port_trees.png
Bar = 50 microns.
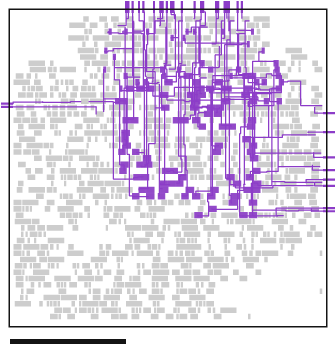
layers.png
Two of the layers only.
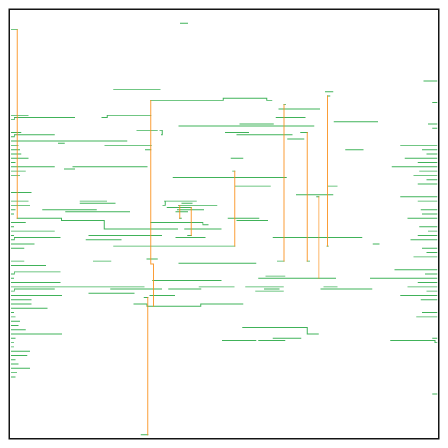
==> config.mk <==
export PLATFORM = sky130hd
export DESIGN_NAME = lsu_mem_if_flat
export DESIGN_NICKNAME = d
export VERILOG_FILES = /design/src/rtl/lsu_mem_if_pkg.sv /design/src/rtl/lsu_mem_if_if.sv /design/src/rtl/lsu_mem_if_lane_fmt.sv /design/src/rtl/lsu_mem_if.sv /design/src/flat_wrapper.sv
export SDC_FILE = /design/constraint.sdc
export NUM_CORES = 1
export LEC_CHECK = 0
export CAP_MARGIN = 15
export CORE_MARGIN = 1
export CORE_UTILIZATION = 38
export CTS_BUF_LIST = sky130_fd_sc_hd__clkbuf_4
export CTS_CLUSTER_DIAMETER = 150
export DETAILED_ROUTE_END_ITERATION = 16
export PLACE_DENSITY_LB_ADDON = 0.2
export SLEW_MARGIN = 5
export SYNTH_ARGS = -nofsm -noshare
export SYNTH_HDL_FRONTEND = slang
export SYNTH_SLANG_ARGS = --single-unit
==> constraint.sdc <==
create_clock -name clk_i -period 4 [get_ports clk_i]
set_input_delay 1.2 -clock clk_i [delete_from_list [all_inputs] [get_ports clk_i]]
set_output_delay 1.2 -clock clk_i [all_outputs]
set_load 0.1 [all_outputs]
==> changes_impl.md <==
## Flow update

* Status: complete, no violations
* Final min period at 3.28 ns
* Vias in the first global route at 6,292
* CTS sink cnt at 138
* Slew HR at 31.3%
* Max incr delay on CP at 1.15 ns
* Die Size at 18,400 sq um
* Max IR drop VDD at 0.000302 V
* Unique cell types at 48
* P_leak at 0.00311 uW
* Die Y at 136 microns
* Yosys warning count at 0
* Pint at 2290 uW
* Crit path kind: flop to output port
* Max Freq at 0.305 GHz
* Hold depth at 2
* Core Footprint at 17,400 sq um
* CP Capture Type: output port
* Max-Cap Viols at 0
* Register share after synthesis at 40.6%
* Endpoints failing hold at 0
* First-pass GRT wire length at 35,100 microns
* Worst slack, placed at 0.744 ns
* Largest net degree at the start of global routing at 72
* Post-CTS setup repair buffer count at 0
* Root buffer cell: clkbuf_4
* Post-Layout Cell Count at 1,250
* Post-CTS Resized at 0
* CTS Buf Count at 17
* Antenna viol nets, final at 0
* DRT Pass-1 Iters at 6
* Crit path launch type: flop
* Final Skew at 0.0198 ns
* Worst path depth at 1
* Mapped Area at 6800 sq um
* Met1 WL at 10,400 microns
* Slew Viols, Final at 0
* Maximum fanout along the worst path at 2
* Layout cells sized above 1 at 7.32%
* Layout area overhead at 33.6%
* WP data required at 2.80 ns
* CP bufs+invs at 1
* Tally of OpenROAD warnings at 30
* Syn_area_per_cell at 7.95 sq um
* Met2 Routed Length at 10,500 microns
* DRT iter0 DRCs at 571
* YS chip area at 6800 sq um
* # Cells Yosys at 855
* Placed cells at 1,218
* EDFF count, synth at 0
* Flop-to-flop setup slack at 0.89 ns
* Highest metal used: met4
* Fin worst setup slack at 0.718 ns
* Switching share of power at 45.6%
* CTS tree: yes
* Critical Path AT at 2.08 ns
* Residual DRC count at 0
* Final setup fails at 0
* Initial antenna violation count at 1
* Slowest cell on crit path: clkdlybuf4s50_1
* Via density at 5.51
* Worst hold path class: flop to flop
* GP Congestion at 0.844
* Worst path cell trace: clkdlybuf4s50_1
* CTS Buffer Depth at 2
* Synthesized instance count at 855
* Routed wire length on met3 at 1560 microns
* RSZ-0062 raised after global routing: false
* # fillers at 1,775
* Worst path top cell family by delay: buffers and inverters
* Post-synth top cells: nand2_1 (169), dfxtp_1 (138), a21oi_1 (112)
* Worst slew pin tran at 1.02 ns
* Most instantiated logic cells after routing: clkdlybuf4s50_1 (183), nand2_1 (168), dfxtp_1 (136)
About port_trees.png:
colour	port	bits	direction	end cells	buffers	wire
purple	bus_data_read	32	input	123	32	3,060 microns
Port Buffer Count: 202
Top Ports: 206

About layers.png:
colour	layer	wire length
orange	M4	370 microns
green	M3	1,560 microns
drt total wl: 22,800 microns
via count: 6,886
wire per inst: 18.3 microns
gr usage total: 24.9%

-- cells by family (layout without fill, tap and decap cells) --
| family | count (synthesis) | count (layout) | synth area share [%] |
|---|---|---|---|
| mux | 50 | 50 | 7.55 |
| simple gates | 303 | 303 | 19.6 |
| fa+ha+maj | 5 | 5 | 0.920 |
| compound gates | 270 | 270 | 25.8 |
| buf+inv | 88 | 255 | 5.39 |
| flops | 138 | 138 | 40.6 |
| other cells | 1 | 4 | 0.0552 |
-- per-stage QoR --
step	hold WS (ns)	area [sq um]	utilization (%)
floorplan	0.436	6810	-
global placement	0.440	8840	50.9
detailed placement	0.446	8840	50.9
CTS	0.463	9080	52.3
global route	0.478	9080	52.3
finish	0.460	9080	52.3
-- layer usage --
metal / global-route usage (%) / vias to the layer above
met5: 0 / -
li1: - / 3389
met1: 33.6 / 3231
met4: 7.49 / 0
met3: 6.21 / 23
met2: 38.8 / 243
-- power by group through the flow --
stage	Clock, uW	Combinational (uW)	Sequential (uW)
final	832	1740	1640
after global routing	919	1830	1650
after CTS	858	1750	1630
after detailed placement	0	1740	1660
after global placement	0	1730	1660
after floorplan	0	558	2350
-- final cells by class --
class,instances,area [sq um],share of cell area (%)
multi-input cells,631,3690,40.6
flip-flops and latches,138,2770,30.4
repair buffers,216,2080,22.9
well taps,225,282,3.10
clock buffers,18,135,1.49
clock inverters,13,106,1.17
inverters,8,30.0,0.331
diodes,1,2.50,0.0275
Power is estimated from default activity; no workload was simulated.
